`config.mk`:
```
export PLATFORM = sky130hd
export DESIGN_NAME = alu_arbiter
export DESIGN_NICKNAME = d
export VERILOG_FILES = /design/src/rtl/alu_arbiter.sv
export SDC_FILE = /design/constraint.sdc
export NUM_CORES = 1
export LEC_CHECK = 0
export CAP_MARGIN = 5
export CELL_PAD_IN_SITES_DETAIL_PLACEMENT = 1
export CELL_PAD_IN_SITES_GLOBAL_PLACEMENT = 1
export CORE_MARGIN = 5
export CORE_UTILIZATION = 29
export DETAILED_ROUTE_END_ITERATION = 7
export GPL_TIMING_DRIVEN = 0
export PLACE_DENSITY = 0.86
export SLEW_MARGIN = 20
export SYNTH_ARGS = -nofsm -noshare
export SYNTH_HDL_FRONTEND = slang
export SYNTH_SLANG_ARGS = --single-unit
```
`constraint.sdc`:
```
create_clock -name clk -period 1.9 [get_ports clk]
set_clock_uncertainty 0.1 [all_clocks]
set_input_delay 0.38 -clock clk [delete_from_list [all_inputs] [get_ports clk]]
set_output_delay 0.38 -clock clk [all_outputs]
set_load 0.02 [all_outputs]
```
`src/rtl/alu_arbiter.sv`:
```
// Round-robin arbiter and sequencer between two command decoders and the shared 4-bit ALU.
// Optional result flags (resp_zero/resp_carry) are built only when ALU_ARB_FLAGS_EN is defined.
//
// state   | meaning
// IDLE    | waiting for a request; winner gets combinational ready and is latched
// EXEC    | ALU driven from operand registers; result captured at the edge
// DONE    | response valid, held until resp_ready
module alu_arbiter #(
  parameter int WIDTH = 4
) (
  input  logic             clk,
  input  logic             rst_n,
  input  logic             req0_valid,
  input  logic [1:0]       req0_op,
  input  logic [WIDTH-1:0] req0_a,
  input  logic [WIDTH-1:0] req0_b,
  output logic             req0_ready,
  input  logic             req1_valid,
  input  logic [1:0]       req1_op,
  input  logic [WIDTH-1:0] req1_a,
  input  logic [WIDTH-1:0] req1_b,
  output logic             req1_ready,
  output logic [WIDTH-1:0] alu_a,
  output logic [WIDTH-1:0] alu_b,
  output logic [1:0]       alu_op,
  input  logic [WIDTH-1:0] alu_out,
  output logic             resp_valid,
  output logic             resp_id,
  output logic [WIDTH-1:0] resp_data,
  input  logic             resp_ready
`ifdef ALU_ARB_FLAGS_EN
  ,
  output logic             resp_zero,
  output logic             resp_carry
`endif
);

  localparam logic [1:0] ST_IDLE = 2'd0;
  localparam logic [1:0] ST_EXEC = 2'd1;
  localparam logic [1:0] ST_DONE = 2'd2;

  localparam logic [1:0] OP_ADD = 2'b10;
  localparam logic [1:0] OP_SUB = 2'b11;

  if (WIDTH != 4) begin : g_width_check
    $error("alu_arbiter: only WIDTH=4 matches the shared ALU");
  end

  logic [1:0]       state;
  logic             last_grant;
  logic             op_id;
  logic [1:0]       op_code;
  logic [WIDTH-1:0] op_a;
  logic [WIDTH-1:0] op_b;

  logic             any_valid;
  logic             grant_id;
  logic             accept;
  logic [1:0]       grant_op;
  logic [WIDTH-1:0] grant_a;
  logic [WIDTH-1:0] grant_b;

  // On a tie the requester that was not granted last wins.
  always_comb begin
    any_valid = req0_valid | req1_valid;
    grant_id  = (req0_valid & req1_valid) ? ~last_grant : req1_valid;
    accept    = rst_n & (state == ST_IDLE) & any_valid;
    grant_op  = grant_id ? req1_op : req0_op;
    grant_a   = grant_id ? req1_a  : req0_a;
    grant_b   = grant_id ? req1_b  : req0_b;
  end

  assign req0_ready = accept & ~grant_id;
  assign req1_ready = accept & grant_id;

  always_ff @(posedge clk or negedge rst_n) begin
    if (!rst_n) begin
      state <= ST_IDLE;
    end else begin
      case (state)
        ST_IDLE: if (any_valid)  state <= ST_EXEC;
        ST_EXEC:                 state <= ST_DONE;
        ST_DONE: if (resp_ready) state <= ST_IDLE;
        default:                 state <= ST_IDLE;
      endcase
    end
  end

  always_ff @(posedge clk or negedge rst_n) begin
    if (!rst_n) begin
      last_grant <= 1'b1;
      op_id      <= 1'b0;
      op_code    <= 2'b00;
      op_a       <= '0;
      op_b       <= '0;
    end else if (accept) begin
      last_grant <= grant_id;
      op_id      <= grant_id;
      op_code    <= grant_op;
      op_a       <= grant_a;
      op_b       <= grant_b;
    end
  end

  assign alu_a  = op_a;
  assign alu_b  = op_b;
  assign alu_op = op_code;

  always_ff @(posedge clk or negedge rst_n) begin
    if (!rst_n) begin
      resp_id   <= 1'b0;
      resp_data <= '0;
    end else if (state == ST_EXEC) begin
      resp_id   <= op_id;
      resp_data <= alu_out;
    end
  end

  assign resp_valid = (state == ST_DONE);

`ifdef ALU_ARB_FLAGS_EN
  logic [WIDTH:0] sum_ext;
  logic           carry_next;

  // Carry comes from the latched operands, not the ALU, so it does not depend on ALU internals.
  always_comb begin
    sum_ext = {1'b0, op_a} + {1'b0, op_b};
    case (op_code)
      OP_ADD:  carry_next = sum_ext[WIDTH];
      OP_SUB:  carry_next = (op_a < op_b);
      default: carry_next = 1'b0;
    endcase
  end

  always_ff @(posedge clk or negedge rst_n) begin
    if (!rst_n) begin
      resp_zero  <= 1'b0;
      resp_carry <= 1'b0;
    end else if (state == ST_EXEC) begin
      resp_zero  <= (alu_out == '0);
      resp_carry <= carry_next;
    end
  end
`endif

endmodule

```
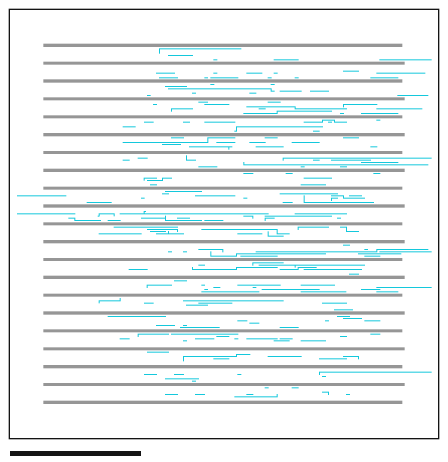
*M1 wires, run 1*
Scale bar: 20 µm. Supply wires on this layer in grey.
The longest straight run is 28.1 µm. The wires run mostly horizontal. The layer carries 867 µm of wire. 123 nets have wire on it. The layer holds 37% of the routed length.
Via Count: 684
Routed WL: 2350 µm
met1 Usage GRT: 0.126

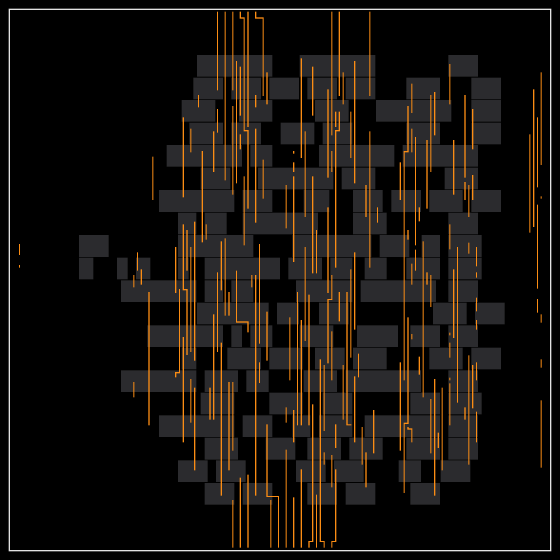
*Metal 2, run 1*
137 nets have wire on it. The layer holds 54% of the routed length. The wires run mostly vertical. The longest straight run is 27.5 µm. The layer carries 1280 µm of wire.
met2 GRT Util: 0.216

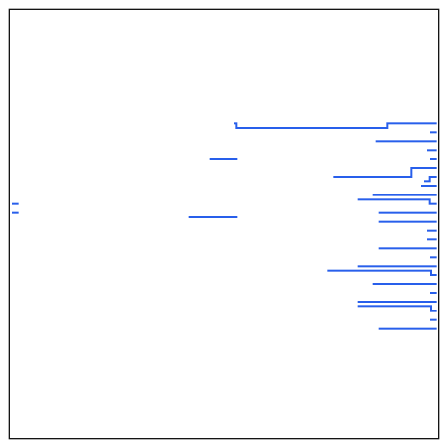
*M3 wires, run 1*
The longest straight run is 23.0 µm. The wires run mostly horizontal. The layer carries 200 µm of wire. 27 nets have wire on it. The layer holds 8.5% of the routed length.
grt met3 use: 0.0359

[run 1: synthesized netlist by cell type (all sizes together)]
library cell   n
dfrtp         18
nor2           1
buf            2
dfstp          1
nor4b          1
nand2b         2
nor2b          1
a21boi         1
o21ai          1
nor3           1
and2           1
inv            1
clkbuf         1
mux2          27
[run 1: layout by cell type, fill, tap and decap left out]
cell type and instances:
clkdlybuf4s50_1 40, a21boi_4 1, dfstp_2 1, and2_1 1
buf_6 4, nor2_2 1, mux2_2 27, nand2b_1 2
nor4b_4 1, clkbuf_4 3, nor3_1 1, o21ai_0 1
clkdlybuf4s15_1 1, dlygate4sd2_1 1, nor2b_4 1, dlygate4sd3_1 2
buf_4 6, dfrtp_1 18, clkbuf_2 1, clkbuf_1 2
inv_1 1
[run 1: flip-flops by register name, summed over array words and instances (netlist names)]
name	cells
alu_a	4
alu_b	4
alu_op	2
last_grant	1
op_id	1
resp_data	4
resp_id	1
state	2
[run 1: power breakdown]
| group | switching [µW] | total [µW] | internal (µW) |
|---|---|---|---|
| clock | 124 | 206 | 81.8 |
| sequential | 119 | 736 | 617 |
| combinational | 491 | 1150 | 659 |
[run 1: cell families (layout without fill, tap and decap cells)]
| kind of cell | after synthesis | in the layout | share of synthesized area |
|---|---|---|---|
| AOI/OAI and AO/OA | 2 | 2 | 0.0184 |
| and+or+nand+nor | 7 | 7 | 0.0651 |
| DFF | 19 | 19 | 0.539 |
| buffers and inverters | 4 | 61 | 0.0339 |
| muxes | 27 | 27 | 0.344 |
[run 1: what timing repair did]
item / CTS / global route
endpoints found under the setup margin: 15 / 3
setup buffers: 4 / 1
resized: 24 / 3
endpoints found under the hold margin: 18 / 0
pin swaps: 1 / 0
hold buffers: 2 / 0
[run 1: routing by layer]
layer  share of wire  track usage
met2            0.54        0.216
met1            0.37        0.126
met5               0            0
met4          0.0034       0.0233
met3           0.085       0.0359
[run 1: critical path, cell delays in order]
cell and delay (ps):
clkdlybuf4s15_1 260, nor2_2 80, nor4b_4 310, buf_6 150, nor2b_4 140, buf_6 120
[run 1: through the flow]
stage          TNS, ps  instance area, µm²  power [µW]  instances  hold slack [ps]
2_1_floorplan        0                 885        1330         59            -15.6
3_3_place_gp    -11930                1390        1810        138              386
5_1_grt           -160                1480        2230        149              431
3_5_place_dp    -12890                1390        1870        138              392
6_report         -24.9                1480        2090        149              413
4_1_cts          -3.89                1470        2120        148              418
[run 1: how the worst max path moves through the flow]
stage	endpoint	slack, ps	cells past startpoint	from
floorplan	req0_ready	80	3	state[1]$_DFFE_PN0P_
detailed placement	req0_ready	-1560	5	rst_n
finish	req0_ready	-20	6	req0_valid
CTS	req0_ready	-4	4	state[0]$_DFFE_PN0P_
global placement	req0_ready	-1470	5	rst_n
global route	req0_ready	-90	4	state[0]$_DFFE_PN0P_
[run 1: layout make-up]
class                      instances  area, µm²
timing repair buffer              53        512
sequential                        19        477
tap                               33       41.3
fill                             329       1500
inverter                           1       3.75
buffer                             3       26.3
multi-input combinational         36        395
clock buffer                       4       26.3
==> run_results.csv, run 1 <==
group,metric,value,unit
status,status,"finished with violations",
global_routing,grt_remaining_overflow,0,
floorplan,coreArea,0.00298,mm²
worst_hold_path,whs_path_depth,1,
worst_hold_path,worstHoldEndpoint,"resp_data[2]$_DFFE_PN0N_",
timing,worst_slew_pin_slew,828,ps
logic_synthesis,synthCells,59,
logic_synthesis,synth.distinct_cells,14,
logic_synthesis,synth_nets,88,
floorplan,rows,20,
layout,final_net_count,146,
critical_path,worstSetupStartpointType,"input port",
timing,slew_headroom,0.446,
logic_synthesis,ys_area,885,µm²
global_routing,grt_pass1_wl,3750,µm
power_and_ir_drop,ir_drop,0.000445,V
layout,drive_gt1_frac,0.397,
logic_synthesis,synth_warnings,0,
logic_synthesis,syn_area,885,µm²
critical_path,r2r_cells,4,
floorplan,ios,47,
job,openroad.warnings,28,
timing,slew_viol_final,0,
critical_path,crit_type,"in -> out",
routing,post_drt_wl_per_cell,15.8,µm
critical_path,cp.required,1420,ps
floorplan,dieHeight,65.2,µm
logic_synthesis,top_area_cell,"dfrtp_1",
routing,postRouteAntennaNets,0,
clock_network,tritoncts,"yes",
timing,setup_viol_count_final,2,
power_and_ir_drop,p_leak,0.000620,µW
worst_hold_path,hold_class,"reg -> reg",
clock_network,insertion_delay,300,ps
timing,finalClockPeriodUsage,1.01,
routing,viasPerCell,4.59,
critical_path,r2r_setup_slack,310,ps
timing,finalHoldViolations,0,
timing,post-route-min-period,1920,ps
job,drv_cap,0,
routing,drtIter0Drc,16,
logic_synthesis,yosys-top-cells-area,"dfrtp_1 51%, mux2_2 34%, dfstp_2 3.0%",
critical_path,r2r-end,"alu_a[1]$_DFFE_PN0P_",
floorplan,die-area,0.00425,mm²
place,dp_hpwl,1820,µm
timing,max_freq,521,MHz
global_routing,grtUsageTotal,0.115,
timing,rsz0062_at_grt,"true",
clock_network,cts.sinks,19,
logic_synthesis,synth.avg_cell_area,15.0,µm²
clock_network,cts-root-buf,"clkbuf_4",
place,io_buffers,46,
logic_synthesis,top_cell_area_share,0.509,
worst_hold_path,hold_path_startpoint,"resp_data[2]$_DFFE_PN0N_",
status,failed_checks,"negative setup slack",
place,place_congestion,0.618,
logic_synthesis,yosysCellCount,59,
critical_path,reg2reg_from,"last_grant$_DFFE_PN1P_",
clock_network,cts_made_buffers,3,
floorplan,fp_util,0.297,
layout,area_growth,67.5,%
power_and_ir_drop,power_density,1410,mW/mm²
clock_network,cts-htree-levels,1,
layout,post-route-util,0.497,
clock_network,clk_pin_slew,110,ps
layout,antenna_cells,0,
critical_path,cp-end-kind,"output pin",
critical_path,crit_arrival,1440,ps
global_routing,antenna_found_initial,0,
logic_synthesis,synth-seq-cells,19,
place,detailedPlace.worstSlack,-1560,ps
clock_network,clock_path_buffers,2,
routing,drc_errors,0,
floorplan,fp.dieW,65.2,µm
global_routing,grt_max_degree,19,
critical_path,crit_fanout,4,
timing,setup_slack,-18.8,ps
global_routing,grt_pass1_vias,774,
routing,drtPass1Iterations,2,
logic_synthesis,ys_seq_share,0.539,
--- run 2 (diff from run 1) ---
RECOVER_POWER = 25   (was unset)
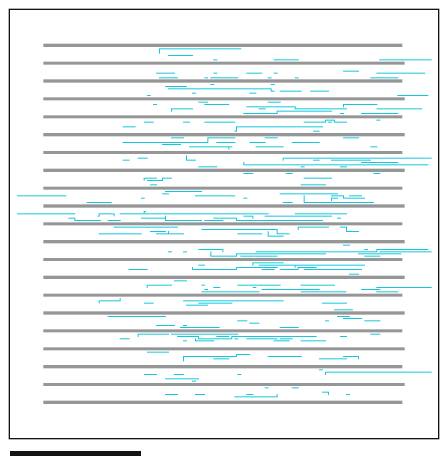
*M1 wires, run 2*
Scale bar: 20 µm. Supply wires on this layer in grey.
The layer carries 898 µm of wire. The layer holds 38% of the routed length. The longest straight run is 28.1 µm.
Routed WL: 2370 µm

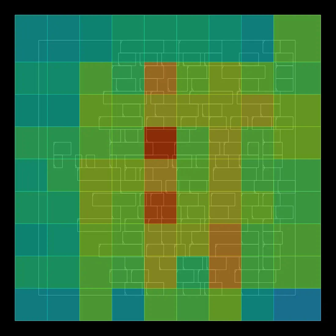
*Track usage over the die, run 2*
gr usage total: 0.115
drt wl/cell: 15.9 µm
gr busiest metal: met2
final cell utilization of the core: 0.496

==> run_results.csv, run 2 <==
group,metric,value,unit
power_and_ir_drop,combinationalPowerShare,0.549,
logic_synthesis,yosysCellCount,59,
logic_synthesis,synth.distinct_cells,14,
timing,slew_headroom,0.427,
routing,viasPerCell,4.59,
floorplan,coreArea,0.00298,mm²
critical_path,crit_arrival,1440,ps
worst_hold_path,hold_class,"reg -> reg",
power_and_ir_drop,p_sw,735,µW
logic_synthesis,async_flop_share,1.00,
critical_path,cp-endpoint,"req0_ready",
place,io_buffers,46,
routing,vias,684,
layout,layout.cells.non_filler,149,
logic_synthesis,synth_nets,88,
place,dp_hpwl,1820,µm
layout,antenna_cells,0,
floorplan,rows,20,
critical_path,crit_start,"req0_valid",
layout,regArea,477,µm²
timing,finalClockPeriodUsage,1.01,
timing,setup_viol_count_final,2,
power_and_ir_drop,finalPower,2090,µW
layout,area_growth,67.0,%
logic_synthesis,synth.avg_cell_area,15.0,µm²
timing,rsz0062_at_grt,"true",
layout,final_area,0.00148,mm²
logic_synthesis,synth_warnings,0,
layout,drive_gt1_frac,0.388,
status,failed_checks,"negative setup slack",
logic_synthesis,syn_area,885,µm²
clock_network,cts.sinks,19,
critical_path,r2r_cells,4,
critical_path,crit_type,"in -> out",
power_and_ir_drop,power_density,1420,mW/mm²
logic_synthesis,ys_area,885,µm²
logic_synthesis,ys_seq_share,0.539,
clock_network,cts-root-buf,"clkbuf_4",
timing,post-route-min-period,1920,ps
floorplan,die-area,0.00425,mm²
job,drv_cap,0,
critical_path,cp.required,1420,ps
layout,layout_top_cell,"clkdlybuf4s50_1",
critical_path,reg2reg_from,"last_grant$_DFFE_PN1P_",
logic_synthesis,synthCells,59,
critical_path,r2r-end,"alu_b[3]$_DFFE_PN0P_",
floorplan,ios,47,
layout,comb_area,395,µm²
logic_synthesis,top_cell_area_share,0.509,
clock_network,cts_made_buffers,3,
place,placed_cell_area,0.00139,mm²
timing,finalHoldViolations,0,
global_routing,grt_remaining_overflow,0,
place,place_congestion,0.618,
clock_network,cts-htree-levels,1,
timing,slew_viol_final,0,
routing,drtPass1Iterations,2,
critical_path,r2r_setup_slack,310,ps
logic_synthesis,yosys-top-cells-count,"27 x mux2_2, 18 x dfrtp_1, 2 x buf_6, 2 x nand2b_1",
job,openroad.warnings,28,
power_and_ir_drop,power_frac_clock,0.099,
routing,drc_errors,0,
routing,postRouteAntennaNets,0,
place,dp_cells,138,
logic_synthesis,synth.most_common_cell,"mux2_2",
floorplan,dieHeight,65.2,µm
timing,worst_slew_pin_slew,856,ps
clock_network,insertion_delay,300,ps
critical_path,worstSetupStartpointType,"input port",
logic_synthesis,top_area_cell,"dfrtp_1",
clock_network,clock_path_buffers,2,
global_routing,antenna_found_initial,0,
power_and_ir_drop,p_leak,0.000617,µW
power_and_ir_drop,swShare,0.351,
logic_synthesis,flop_cell,"dfrtp_1",
floorplan,fp_util,0.297,
critical_path,cp-end-kind,"output pin",
global_routing,grt_pass1_wl,3750,µm
status,status,"finished with violations",
clock_network,tritoncts,"yes",
timing,setup_slack,-20.5,ps
logic_synthesis,synth-seq-cells,19,
layout,final_net_count,146,
power_and_ir_drop,p_int,1360,µW
logic_synthesis,yosys-top-cells-area,"dfrtp_1 51%, mux2_2 34%, dfstp_2 3.0%",
critical_path,crit_fanout,4,
floorplan,fp.dieW,65.2,µm
timing,finalSetupTns,-28.3,ps
layout,mostFrequentLayoutCells,"40 x clkdlybuf4s50_1, 27 x mux2_2, 18 x dfrtp_1, 5 x buf_4, 4 x buf_6",
global_routing,grt_max_degree,19,
layout,fillers,328,
global_routing,grt_pass1_vias,774,
clock_network,clk_pin_slew,110,ps
timing,max_freq,521,MHz
power_and_ir_drop,ir_drop,0.000445,V
logic_synthesis,edf_count,0,
routing,drtIter0Drc,19,
power_and_ir_drop,p_seq_frac,0.352,
-- run 2: logic make-up after synthesis --
kind of cell           share of synthesized area
buffers and inverters                     0.0339
AND-OR/OR-AND                             0.0184
multiplexers                               0.344
AND/OR/NAND/NOR                           0.0651
flip-flops                                 0.539
-- run 2: power by group through the flow --
stage / Clock [µW] / Sequential (µW) / Combinational, µW
after CTS: 211 / 744 / 1160
after detailed placement: 0 / 756 / 1110
after floorplan: 0 / 938 / 397
after global placement: 0 / 733 / 1080
final: 207 / 735 / 1150
after global routing: 234 / 766 / 1230
-- run 2: metal layers --
metal	routed length (µm)	GRT usage	vias to the layer above
met5	0	0	-
met4	8	0.0233	0
met3	199	0.0359	2
met2	1260	0.216	28
met1	898	0.126	334
li1	-	-	320
-- run 2: through the flow --
stage | setup WS [ps] | utilization | hold WS [ps]
floorplan | 84.5 | - | -15.6
CTS | -3.89 | 0.495 | 418
detailed placement | -1560 | 0.466 | 392
global placement | -1470 | 0.466 | 386
global route | -85.1 | 0.496 | 431
finish | -20.5 | 0.496 | 413
-- run 2: critical path, stage by stage --
cell,delay (ps)
clkdlybuf4s15_1,260
nor2_2,80
nor4b_4,310
buf_6,150
nor2b_4,140
buf_6,120
-- run 2: worst min-delay path by stage --
| stage | startpoint | endpoint | slack [ps] | cells past startpoint |
|---|---|---|---|---|
| after floorplan | rst_n | alu_a[0]$_DFFE_PN0P_ | -20 | 0 |
| final | resp_data[2]$_DFFE_PN0N_ | resp_data[2]$_DFFE_PN0N_ | 410 | 1 |
| after CTS | resp_data[2]$_DFFE_PN0N_ | resp_data[2]$_DFFE_PN0N_ | 420 | 1 |
| after detailed placement | resp_data[2]$_DFFE_PN0N_ | resp_data[2]$_DFFE_PN0N_ | 390 | 1 |
| after global routing | alu_op[1]$_DFFE_PN0P_ | alu_op[1]$_DFFE_PN0P_ | 430 | 1 |
| after global placement | op_id$_DFFE_PN0P_ | resp_id$_DFFE_PN0N_ | 390 | 1 |
-- run 2: what timing repair did --
item | in CTS | in global routing
hold buffers | 2 | 0
buffers inserted | 4 | 1
hold endpoints to repair | 18 | 0
gates cloned | 0 | 0
resized | 24 | 3
endpoints found under the setup margin | 15 | 3
pin swaps | 1 | 0
-- run 2: cell type report --
class                           count  share of cell area
Multi-Input combinational cell     36               0.268
Inverter                            1             0.00254
Sequential cell                    19               0.323
Clock buffer                        4              0.0178
Buffer                              3              0.0178
Tap cell                           33              0.0279
Timing Repair Buffer               53               0.344
--- run 3 (diff from run 2) ---
CORE_UTILIZATION = 30   (was 29)
CTS_BUF_LIST = sky130_fd_sc_hd__clkbuf_4 sky130_fd_sc_hd__clkbuf_8   (was unset)
CTS_CLUSTER_DIAMETER = 120   (was unset)
PLACE_DENSITY = 0.88   (was 0.86)
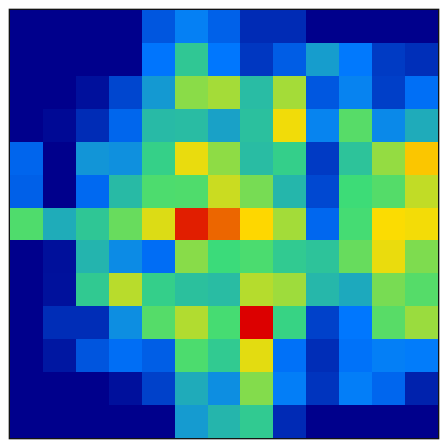
*Wiring heat map, run 3*
The die is cut into 13 by 13 equal tiles; dark blue is low, red is high, scaled to the fullest tile. Values are wire area over tile area, all layers added.
The fullest tile reaches 0.30. The mean over all tiles is 0.095. 20% of the tiles are nearly empty. The densest ninth of the die: centre.
Routed WL: 2460 µm
drt wl/cell: 16.7 µm
gr usage total: 0.129

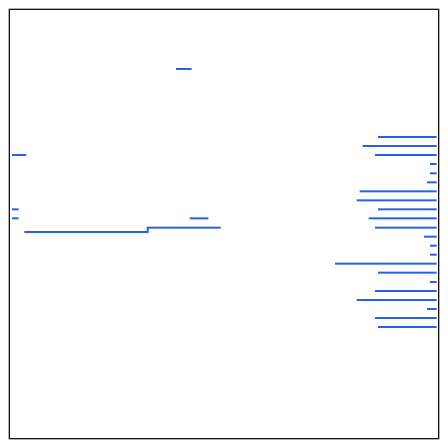
*M3 wires, run 3*
Via Count: 687
grt met3 use: 0.0438

==> run_results.csv, run 3 <==
group,metric,value,unit
logic_synthesis,async_flop_share,1.00,
timing,finalClockPeriodUsage,1.03,
floorplan,dieHeight,64.3,µm
clock_network,insertion_delay,300,ps
timing,setup_viol_count_final,2,
logic_synthesis,synth_warnings,0,
logic_synthesis,synth.most_common_cell,"mux2_2",
layout,final_area,0.00147,mm²
clock_network,tritoncts,"yes",
timing,slew_headroom,0.430,
status,failed_checks,"negative setup slack",
power_and_ir_drop,power_density,1430,mW/mm²
floorplan,coreArea,0.00278,mm²
power_and_ir_drop,p_seq_frac,0.351,
clock_network,cts.sinks,19,
power_and_ir_drop,p_int,1350,µW
timing,worst_slew_pin_slew,853,ps
worst_hold_path,worstHoldEndpoint,"alu_a[0]$_DFFE_PN0P_",
logic_synthesis,synth_nets,88,
logic_synthesis,yosysCellCount,59,
logic_synthesis,ys_area,885,µm²
timing,post-route-min-period,1960,ps
job,drv_cap,0,
power_and_ir_drop,p_sw,742,µW
floorplan,ios,47,
power_and_ir_drop,ir_drop,0.000744,V
timing,max_freq,510,MHz
routing,drc_errors,0,
floorplan,fp.dieW,64.3,µm
layout,mostFrequentLayoutCells,"40 x clkdlybuf4s50_1, 27 x mux2_2, 17 x dfrtp_1, 5 x buf_4",
clock_network,clk_pin_slew,110,ps
logic_synthesis,syn_area,885,µm²
critical_path,crit_arrival,1480,ps
global_routing,grt_remaining_overflow,0,
layout,drive_gt1_frac,0.379,
timing,slew_viol_final,0,
critical_path,reg2reg_from,"last_grant$_DFFE_PN1P_",
status,status,"finished with violations",
place,io_buffers,46,
timing,setup_slack,-60.8,ps
critical_path,path_delay_family,"flip-flops",
logic_synthesis,yosys-top-cells-count,"27 x mux2_2, 18 x dfrtp_1, 2 x buf_6, 2 x nand2b_1",
place,place_congestion,0.643,
floorplan,fp_util,0.318,
critical_path,worstSetupStartpointType,"flip-flop",
logic_synthesis,yosys-top-cells-area,"dfrtp_1 51%, mux2_2 34%, dfstp_2 3.0%",
power_and_ir_drop,p_leak,0.000615,µW
layout,area_growth,65.6,%
critical_path,r2r-end,"alu_a[3]$_DFFE_PN0P_",
power_and_ir_drop,finalPower,2090,µW
logic_synthesis,synth.distinct_cells,14,
logic_synthesis,synthCells,59,
worst_hold_path,whs_path_depth,1,
critical_path,cp.required,1420,ps
critical_path,crit_buf_inv,2,
logic_synthesis,synth.avg_cell_area,15.0,µm²
clock_network,cts-htree-levels,1,
global_routing,grt_max_degree,19,
critical_path,max_stage_delay,440,ps
global_routing,grt_pass1_wl,4070,µm
place,placed_cell_area,0.00138,mm²
worst_hold_path,hold_class,"reg -> reg",
critical_path,r2r_cells,4,
critical_path,r2r_setup_slack,300,ps
critical_path,cp.depth,4,
routing,drtPass1Iterations,4,
logic_synthesis,ys_seq_share,0.539,
layout,layout_top_cell,"clkdlybuf4s50_1",
routing,viasPerCell,4.67,
power_and_ir_drop,swShare,0.355,
clock_network,clock_path_buffers,2,
logic_synthesis,synth-seq-cells,19,
logic_synthesis,flop_cell,"dfrtp_1",
clock_network,cts-root-buf,"clkbuf_4",
critical_path,crit_type,"reg -> out",
power_and_ir_drop,combinationalPowerShare,0.548,
timing,rsz0062_at_grt,"true",
layout,post-route-util,0.527,
place,dp_hpwl,1870,µm
global_routing,antenna_found_initial,0,
critical_path,worstPathCellList,"nor4b_4 -> buf_6 -> nor2b_1 -> buf_4",
logic_synthesis,top_cell_area_share,0.509,
logic_synthesis,top_area_cell,"dfrtp_1",
floorplan,rows,19,
layout,antenna_cells,0,
critical_path,crit_slowest_cell,"dfrtp_2",
clock_network,cts_made_buffers,3,
logic_synthesis,edf_count,0,
global_routing,grt_pass1_vias,766,
routing,postRouteAntennaNets,0,
floorplan,die-area,0.00413,mm²
worst_hold_path,hold_path_startpoint,"alu_a[0]$_DFFE_PN0P_",
timing,finalHoldViolations,0,
critical_path,crit_fanout,4,
routing,drtIter0Drc,6,
layout,final_net_count,146,
power_and_ir_drop,power_frac_clock,0.101,
critical_path,cp-end-kind,"output pin",
job,openroad.warnings,28,
## run 3: cell counts after synthesis
Identical to the previous run, type by type.
## run 3: how the worst max path moves through the flow
stage / to / slack (ps) / start
after floorplan: req0_ready / 80 / state[1]$_DFFE_PN0P_
after global placement: req0_ready / -1460 / rst_n
after detailed placement: req0_ready / -1540 / rst_n
after CTS: req0_ready / -70 / state[1]$_DFFE_PN0P_
after global routing: req0_ready / -140 / state[0]$_DFFE_PN0P_
final: req0_ready / -60 / state[0]$_DFFE_PN0P_
## run 3: repair_timing
action	in CTS	in global routing
hold buffers	2	0
endpoints found under the hold margin	18	0
pin swaps	1	1
endpoints found under the setup margin	15	2
setup buffers	4	1
gates resized	22	1
## run 3: cell type report
| type | count | area, µm² |
|---|---|---|
| plain buffers | 3 | 26.3 |
| clock buffers | 3 | 22.5 |
| clock inverters | 1 | 5.00 |
| fillers | 298 | 1320 |
| inverters | 1 | 3.75 |
| multi-input cells | 36 | 388 |
| flip-flops and latches | 19 | 478 |
| well taps | 31 | 38.8 |
| repair buffers | 53 | 503 |
## run 3: cells by family after synthesis
| family | synth area share |
|---|---|
| muxes | 0.344 |
| and+or+nand+nor | 0.0651 |
| buffers and inverters | 0.0339 |
| AOI/OAI and AO/OA | 0.0184 |
| DFF | 0.539 |
## run 3: power groups by stage
stage	Sequential, µW	Combinational, µW	Clock (µW)
2_1_floorplan	938	397	0
3_3_place_gp	734	1080	0
3_5_place_dp	750	1110	0
4_1_cts	739	1150	220
5_1_grt	761	1220	236
6_report	733	1140	212
## run 3: per-layer routing
layer | global-route usage | vias to the layer above | part of all wire
met3 | 0.0438 | 4 | 0.075
li1 | - | 323 | -
met5 | 0 | - | 0
met1 | 0.149 | 333 | 0.41
met4 | 0.0458 | 0 | 0.014
met2 | 0.219 | 27 | 0.50
## run 3: metrics by stage
step,hold WS (ps),setup TNS (ps),instances,worst slack [ps]
6_report,418,-91.8,147,-60.8
5_1_grt,440,-270,147,-143
4_1_cts,423,-96.9,146,-66.5
3_5_place_dp,397,-12680,136,-1540
3_3_place_gp,385,-11830,136,-1460
2_1_floorplan,-15.6,0,59,84.5
No activity file was given, so power comes from the tool's default toggle rates.
